`config.mk`:
```
export PLATFORM = sky130hd
export DESIGN_NAME = i2c_xfer_scheduler_flat
export DESIGN_NICKNAME = d
export VERILOG_FILES = /design/src/rtl/i2c_xfer_scheduler_pkg.sv /design/src/rtl/i2c_xfer_scheduler_if.sv /design/src/rtl/i2c_rr_arbiter.sv /design/src/rtl/i2c_xfer_scheduler.sv /design/src/flat_wrapper.sv
export SDC_FILE = /design/constraint.sdc
export NUM_CORES = 1
export LEC_CHECK = 0
export ABC_AREA = 0
export CORE_ASPECT_RATIO = 2
export CORE_MARGIN = 2
export CORE_UTILIZATION = 35
export DETAILED_ROUTE_END_ITERATION = 10
export PLACE_DENSITY = 0.69
export SLEW_MARGIN = 20
export SYNTH_ARGS = -nofsm -noshare
export SYNTH_HDL_FRONTEND = slang
export SYNTH_SLANG_ARGS = --single-unit
```
`constraint.sdc`:
```
create_clock -name PCLK -period 2 [get_ports PCLK]
set_clock_uncertainty 0.15 [all_clocks]
set_input_delay 0.2 -clock PCLK [delete_from_list [all_inputs] [get_ports PCLK]]
set_output_delay 0.2 -clock PCLK [all_outputs]
set_load 0.02 [all_outputs]
```
`src/rtl/i2c_xfer_scheduler_pkg.sv`:
```
// Shared types and constants for the I2C transfer scheduler.
// Latency: n/a (declarations only).
// Backpressure: n/a (declarations only).
package i2c_sched_pkg;

    // I2C 7-bit slave address and single data byte.
    localparam int ADDR_W = 7;
    localparam int DATA_W = 8;

    // Bridge con2 control bits.
    localparam int CON2_START_BIT = 0;
    localparam int CON2_ABORT_BIT = 1;

    // Bridge status bits.
    localparam int STAT_NACK_BIT = 0;

    typedef enum logic [2:0] {
        ST_IDLE  = 3'd0,
        ST_LOAD  = 3'd1,
        ST_START = 3'd2,
        ST_WAIT  = 3'd3,
        ST_ABORT = 3'd4,
        ST_RESP  = 3'd5
    } sched_state_t;

    // Bridge con1 layout: address in the upper seven bits, direction in bit 0.
    function automatic logic [7:0] mk_con1(input logic [ADDR_W-1:0] addr, input logic rnw);
        return {addr, rnw};
    endfunction

endpackage

```
`src/rtl/i2c_xfer_scheduler_if.sv`:
```
// Requester and bridge signal bundle for the I2C transfer scheduler.
// Latency: n/a (wiring only).
// Backpressure: requesters hold req until their done pulse; the bridge paces via br_ready.
//
// Ports:
//   req/req_rnw/req_addr/req_wdata  per-requester transfer request, fields packed per requester
//   done/rdata/err/busy             completion pulse, result byte, error flag, scheduler busy
//   br_con1/br_con2/br_din          bridge control/data registers driven by the scheduler
//   br_dout/br_ready/br_stat        bridge read data, completion, status
interface i2c_xfer_scheduler_if #(
    parameter int NREQ = 2
);
    import i2c_sched_pkg::*;

    logic [NREQ-1:0]        req;
    logic [NREQ-1:0]        req_rnw;
    logic [NREQ*ADDR_W-1:0] req_addr;
    logic [NREQ*DATA_W-1:0] req_wdata;
    logic [NREQ-1:0]        done;
    logic [DATA_W-1:0]      rdata;
    logic                   err;
    logic                   busy;
    logic [7:0]             br_con1;
    logic [7:0]             br_con2;
    logic [31:0]            br_din;
    logic [31:0]            br_dout;
    logic                   br_ready;
    logic [7:0]             br_stat;

    // Scheduler side: it masters the bridge and serves the requesters.
    modport master (
        input  req, req_rnw, req_addr, req_wdata, br_dout, br_ready, br_stat,
        output done, rdata, err, busy, br_con1, br_con2, br_din
    );

    // Environment side: requesters plus the bridge.
    modport slave (
        output req, req_rnw, req_addr, req_wdata, br_dout, br_ready, br_stat,
        input  done, rdata, err, busy, br_con1, br_con2, br_din
    );

endinterface

```
`src/rtl/i2c_rr_arbiter.sv`:
```
// Combinational round-robin pick of the first set request at or after ptr, wrapping upward.
// Latency: 0 cycles (pure combinational).
// Backpressure: none; the parent only samples the grant while idle and owns ptr.
//
// Ports:
//   req      pending requests, one bit per requester
//   ptr      index with highest priority this evaluation
//   gnt_vld  any request pending
//   gnt_oh   one-hot grant
//   gnt_idx  binary index of the grant
module i2c_rr_arbiter
    import i2c_sched_pkg::*;
#(
    parameter int NREQ  = 2,
    parameter int IDX_W = (NREQ > 1) ? $clog2(NREQ) : 1
) (
    input  logic [NREQ-1:0]  req,
    input  logic [IDX_W-1:0] ptr,
    output logic             gnt_vld,
    output logic [NREQ-1:0]  gnt_oh,
    output logic [IDX_W-1:0] gnt_idx
);

    always_comb begin
        int j;
        j       = 0;
        gnt_vld = 1'b0;
        gnt_oh  = '0;
        gnt_idx = '0;
        for (int i = 0; i < NREQ; i++) begin
            // Candidate i steps upward from ptr; wrap without a modulo so
            // non-power-of-two requester counts stay cheap.
            j = int'(ptr) + i;
            if (j >= NREQ) begin
                j = j - NREQ;
            end
            if (!gnt_vld && req[j]) begin
                gnt_vld    = 1'b1;
                gnt_oh[j]  = 1'b1;
                gnt_idx    = IDX_W'(j);
            end
        end
    end

endmodule

```
`src/rtl/i2c_xfer_scheduler.sv`:
```
// Shares one I2C bridge between NREQ requesters: round-robin grant, program con1/con2/din, await ready or timeout, return result.
// Latency: request-to-done minimum 5 cycles; done lands 2 cycles after br_ready is first seen in WAIT; a timeout adds an ABORT cycle.
// Backpressure: one transfer in flight; other requesters hold req until granted, br_ready outside WAIT is ignored.
//
// Ports:
//   PCLK, PRESETn  clock and asynchronous active-low reset
//   bus            i2c_xfer_scheduler_if.master: requester fields in, done/rdata/err/busy out,
//                  bridge con1/con2/din out, dout/ready/stat in
module i2c_xfer_scheduler
    import i2c_sched_pkg::*;
#(
    parameter int NREQ        = 2,
    parameter int TIMEOUT_CYC = 4096
) (
    input  logic                 PCLK,
    input  logic                 PRESETn,
    i2c_xfer_scheduler_if.master bus
);

    localparam int IDX_W = (NREQ > 1) ? $clog2(NREQ) : 1;
    localparam int CNT_W = (TIMEOUT_CYC > 1) ? $clog2(TIMEOUT_CYC) : 1;
    localparam logic [CNT_W-1:0] CNT_LAST   = CNT_W'(TIMEOUT_CYC - 1);
    localparam logic [IDX_W-1:0] IDX_LAST   = IDX_W'(NREQ - 1);
    localparam logic [7:0]       CON2_START = 8'(1 << CON2_START_BIT);
    localparam logic [7:0]       CON2_ABORT = 8'(1 << CON2_ABORT_BIT);

    sched_state_t      state;
    logic [IDX_W-1:0]  ptr;
    logic [IDX_W-1:0]  grant;
    logic [NREQ-1:0]   grant_oh;
    logic              rnw_q;
    logic [CNT_W-1:0]  cnt;
    logic              res_err;
    logic [DATA_W-1:0] res_rdata;

    logic [NREQ-1:0]   done_q;
    logic [DATA_W-1:0] rdata_q;
    logic              err_q;
    logic              busy_q;
    logic [7:0]        con1_q;
    logic [7:0]        con2_q;
    logic [31:0]       din_q;

    logic              arb_vld;
    logic [NREQ-1:0]   arb_oh;
    logic [IDX_W-1:0]  arb_idx;
    logic              sel_rnw;
    logic [ADDR_W-1:0] sel_addr;
    logic [DATA_W-1:0] sel_wdata;

    i2c_rr_arbiter #(
        .NREQ  (NREQ),
        .IDX_W (IDX_W)
    ) u_arb (
        .req     (bus.req),
        .ptr     (ptr),
        .gnt_vld (arb_vld),
        .gnt_oh  (arb_oh),
        .gnt_idx (arb_idx)
    );

    // Fields of the requester the arbiter currently points at.
    always_comb begin
        sel_rnw   = bus.req_rnw[arb_idx];
        sel_addr  = bus.req_addr[arb_idx*ADDR_W +: ADDR_W];
        sel_wdata = bus.req_wdata[arb_idx*DATA_W +: DATA_W];
    end

    always_ff @(posedge PCLK or negedge PRESETn) begin
        if (!PRESETn) begin
            state     <= ST_IDLE;
            ptr       <= '0;
            grant     <= '0;
            grant_oh  <= '0;
            rnw_q     <= 1'b0;
            cnt       <= '0;
            res_err   <= 1'b0;
            res_rdata <= '0;
            done_q    <= '0;
            rdata_q   <= '0;
            err_q     <= 1'b0;
            busy_q    <= 1'b0;
            con1_q    <= '0;
            con2_q    <= '0;
            din_q     <= '0;
        end else begin
            // Completion outputs are single-cycle; RESP overrides these.
            done_q  <= '0;
            rdata_q <= '0;
            err_q   <= 1'b0;

            case (state)
                ST_IDLE: begin
                    if (arb_vld) begin
                        grant    <= arb_idx;
                        grant_oh <= arb_oh;
                        rnw_q    <= sel_rnw;
                        // con1/din are the latched copies of addr/wdata; they are
                        // loaded on the grant edge so they are already valid
                        // throughout LOAD and stay put until RESP ends.
                        con1_q   <= mk_con1(sel_addr, sel_rnw);
                        din_q    <= {24'b0, sel_wdata};
                        busy_q   <= 1'b1;
                        state    <= ST_LOAD;
                    end
                end

                ST_LOAD: begin
                    con2_q <= CON2_START;
                    state  <= ST_START;
                end

                ST_START: begin
                    con2_q <= '0;
                    cnt    <= '0;
                    state  <= ST_WAIT;
                end

                ST_WAIT: begin
                    cnt <= cnt + CNT_W'(1);
                    // Ready is tested first so it wins over a coincident timeout.
                    if (bus.br_ready) begin
                        res_err   <= bus.br_stat[STAT_NACK_BIT];
                        res_rdata <= rnw_q ? bus.br_dout[DATA_W-1:0] : '0;
                        state     <= ST_RESP;
                    end else if (cnt + CNT_W'(1) == CNT_LAST) begin
                        // Counter stops at TIMEOUT_CYC-1, so it cannot wrap in WAIT.
                        con2_q <= CON2_ABORT;
                        state  <= ST_ABORT;
                    end
                end

                ST_ABORT: begin
                    con2_q    <= '0;
                    res_err   <= 1'b1;
                    res_rdata <= '0;
                    state     <= ST_RESP;
                end

                ST_RESP: begin
                    done_q  <= grant_oh;
                    rdata_q <= res_rdata;
                    err_q   <= res_err;
                    ptr     <= (grant == IDX_LAST) ? '0 : grant + IDX_W'(1);
                    con1_q  <= '0;
                    din_q   <= '0;
                    busy_q  <= 1'b0;
                    state   <= ST_IDLE;
                end

                default: begin
                    state <= ST_IDLE;
                end
            endcase
        end
    end

    assign bus.done    = done_q;
    assign bus.rdata   = rdata_q;
    assign bus.err     = err_q;
    assign bus.busy    = busy_q;
    assign bus.br_con1 = con1_q;
    assign bus.br_con2 = con2_q;
    assign bus.br_din  = din_q;

    // Only dout[7:0] and stat[NACK] carry meaning for single-byte transfers.
    logic unused_bridge_bits;
    assign unused_bridge_bits = ^{bus.br_dout[31:DATA_W], bus.br_stat};

endmodule

```
`src/flat_wrapper.sv`:
```
// flat-port wrapper written by rule: the top's interface ports become plain ports
module i2c_xfer_scheduler_flat import i2c_sched_pkg::*;
#(
    parameter int NREQ        = 2,
    parameter int TIMEOUT_CYC = 4096
)
  (PCLK, PRESETn, bus_req, bus_req_rnw, bus_req_addr, bus_req_wdata, bus_br_dout, bus_br_ready, bus_br_stat, bus_done, bus_rdata, bus_err, bus_busy, bus_br_con1, bus_br_con2, bus_br_din);
  i2c_xfer_scheduler_if #(.NREQ(NREQ)) bus_i ();
  input  logic PCLK;
  input  logic PRESETn;
  input wire logic [$bits(bus_i.req)-1:0] bus_req;
  input wire logic [$bits(bus_i.req_rnw)-1:0] bus_req_rnw;
  input wire logic [$bits(bus_i.req_addr)-1:0] bus_req_addr;
  input wire logic [$bits(bus_i.req_wdata)-1:0] bus_req_wdata;
  input wire logic [$bits(bus_i.br_dout)-1:0] bus_br_dout;
  input wire logic [$bits(bus_i.br_ready)-1:0] bus_br_ready;
  input wire logic [$bits(bus_i.br_stat)-1:0] bus_br_stat;
  output wire logic [$bits(bus_i.done)-1:0] bus_done;
  output wire logic [$bits(bus_i.rdata)-1:0] bus_rdata;
  output wire logic [$bits(bus_i.err)-1:0] bus_err;
  output wire logic [$bits(bus_i.busy)-1:0] bus_busy;
  output wire logic [$bits(bus_i.br_con1)-1:0] bus_br_con1;
  output wire logic [$bits(bus_i.br_con2)-1:0] bus_br_con2;
  output wire logic [$bits(bus_i.br_din)-1:0] bus_br_din;
  assign bus_i.req = bus_req;
  assign bus_i.req_rnw = bus_req_rnw;
  assign bus_i.req_addr = bus_req_addr;
  assign bus_i.req_wdata = bus_req_wdata;
  assign bus_i.br_dout = bus_br_dout;
  assign bus_i.br_ready = bus_br_ready;
  assign bus_i.br_stat = bus_br_stat;
  assign bus_done = bus_i.done;
  assign bus_rdata = bus_i.rdata;
  assign bus_err = bus_i.err;
  assign bus_busy = bus_i.busy;
  assign bus_br_con1 = bus_i.br_con1;
  assign bus_br_con2 = bus_i.br_con2;
  assign bus_br_din = bus_i.br_din;
  i2c_xfer_scheduler #(.NREQ(NREQ), .TIMEOUT_CYC(TIMEOUT_CYC)) u_core (.PCLK(PCLK), .PRESETn(PRESETn), .bus(bus_i));
endmodule
```
**Cell density map**

(4 px per um) The die is cut into 7 by 14 equal tiles; dark blue is low, red is high, 0 to 100% covered.
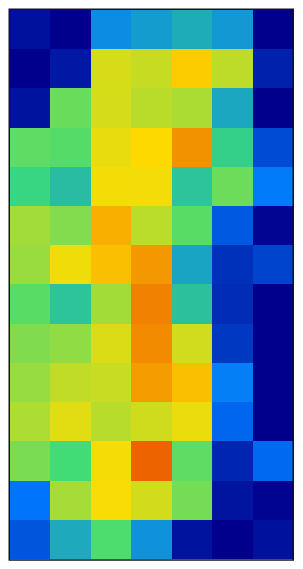
11% of the tiles are nearly empty. 11% of the tiles are over 75% full. The densest ninth of the die: middle. The emptiest ninth of the die: bottom right. The mean over all tiles is 45%.
final design utilization: 51.6%
core area: 8650 sq um
fp_density: 36.0%

**Signal wires on met4**

(4 px per um) Supply wires on this layer in gray.
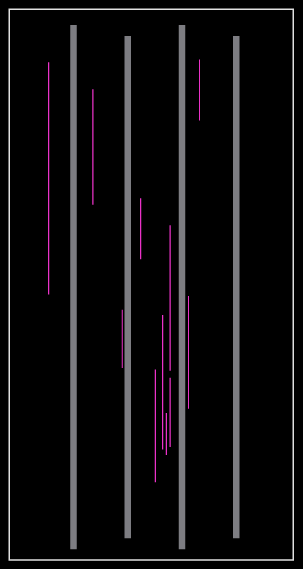
The wires run mostly vertical. The layer holds 3.7% of the routed length. 9 nets have wire on it.
via count: 2607
routed wire length: 7630 um

**I/O nets highlighted**

(3 px per um)
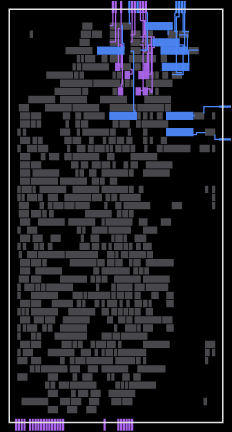
Key: bus_br_dout = purple [bits 32, direction input, edge 24 bottom, 8 top, end cells 8, wire 204 um]; bus_rdata = blue [bits 8, direction output, edge 6 top, 2 right, end cells 8, wire 160 um]
IO Pins: 137
PortBufs: 75

==> run_results.csv <==
group,metric,value,unit
grt,antenna_found_initial,0,
timing,fin_ws,19.4,ps
detailed_routing,routed-wl-met2,4150,um
worst_setup_path,crit_chain,"buf_6 > ha_4 > nand4_1 > a21oi_2 > o211ai_1 > nor4_4 > a2bb2oi_2",
flow_run,warnings,60,
power,internal-power,3.89,mW
cells_and_area,area_share_nonclk_buffers,22.9,%
cells_and_area,comb_share,33.0,%
outcome,status,"finished clean",
cells_and_area,fin_area,4470,sq um
cells_and_area,n_sequential_cell,59,
cells_and_area,logic_gates,238,
flow_run,drv_cap,0,
worst_setup_path,setup.reg_to_reg.worst_slack,20,ps
detailed_routing,wl_per_cell,14.6,um
placement,dpl-instance-area,3990,sq um
worst_setup_path,r2r-start,"u_core.cnt[1]$_DFFE_PN0P_",
grt,track_usage,16.0,%
worst_hold_path,hold_path_class,"in2async",
synthesis,ys_chip_area,3110,sq um
worst_setup_path,cp.arrival,2090,ps
cells_and_area,fillers,810,
worst_setup_path,required,2110,ps
synthesis,synth_adder_area_share,1.21,%
clock_tree,clk_pin_slew_worst_paths,50,ps
power,powerClk,1.81,mW
timing,slew_viol_final,0,
floorplanning,die_w,70.6,um
worst_setup_path,r2r_end,"u_core.state[2]$_DFFE_PN0P_",
power,p_comb_share,37.5,%
cells_and_area,nets,498,
synthesis,ys.flop_type,"dfrtp_1",
worst_setup_path,critPathCapture,"u_core.state[2]$_DFFE_PN0P_",
synthesis,ys_seq_share,47.5,%
power,leakage,2.02,nW
power,p_seq,1.91,mW
synthesis,yosys_warnings,0,
grt,busiest_layer,"met2",
cells_and_area,dominant_cells,"sequential cells",
cells_and_area,layout_top_cell,"clkdlybuf4s50_1",
placement,dp_cells,500,
grt,grt_max_degree,46,
detailed_routing,routed.top_layer,"met4",
clock_tree,cts_buffers,9,
grt,grt_pass1_wl,12000,um
synthesis,async_flop_share,100,%
synthesis,ys_sh_aoi,12.6,%
synthesis,ys_types,48,
power,power.share.sequential,32.0,%
worst_setup_path,worstSetupPathType,"reg2reg",
power,switchingPower,2.07,mW
power,clkPwrFrac,30.4,%
clock_tree,h-tree-depth,3,
power,p_comb,2.24,mW
synthesis,area_leaders,"dfrtp_1 (47%), buf_4 (7.2%), mux2i_1 (6.8%)",
grt,grt-ovfl-total,0,
cells_and_area,n_all_inverters,4,
synthesis,ys_cells,320,
cells_and_area,comb_area,1470,sq um
synthesis,xor_share,1.13,%
clock_tree,postCtsSetupRepairBufs,0,
detailed_routing,drt-met1-wl,2750,um
clock_tree,ctsHoldBuffers,1,
clock_tree,clockBufferDepth,2,
clock_tree,post_cts_resized,0,
worst_setup_path,crit_family,"simple AND/OR/NAND/NOR gates",
cells_and_area,layout_top_cells,"clkdlybuf4s50_1 (74), dfrtp_1 (55), o21ai_0 (30), conb_1 (30)",
worst_setup_path,critPathMaxFanout,8,
grt,met2_usage,29.9,%
[registers in the layout, summed over array words and instances (netlist names)]
name	count
u_core.cnt	12
u_core.bus.br_con1	8
u_core.bus.br_din	8
u_core.bus.rdata	8
u_core.res_rdata	8
u_core.state	3
u_core.bus.br_con2	2
u_core.bus.done	2
u_core.grant_oh	2
u_core.bus.busy	1
u_core.bus.err	1
u_core.grant	1
u_core.ptr	1
u_core.res_err	1
u_core.rnw_q	1
[cell usage after synthesis, types with 4 or more instances]
master    instances
nand2_1          28
a21oi_1          16
nand3_1          28
nor3_1            6
buf_4            30
mux2i_1          21
and2_1           12
o21ai_0          31
clkbuf_1         11
nor2_1           17
dfrtp_1          59
inv_1             4
No activity file was given, so power comes from the tool's default toggle rates.
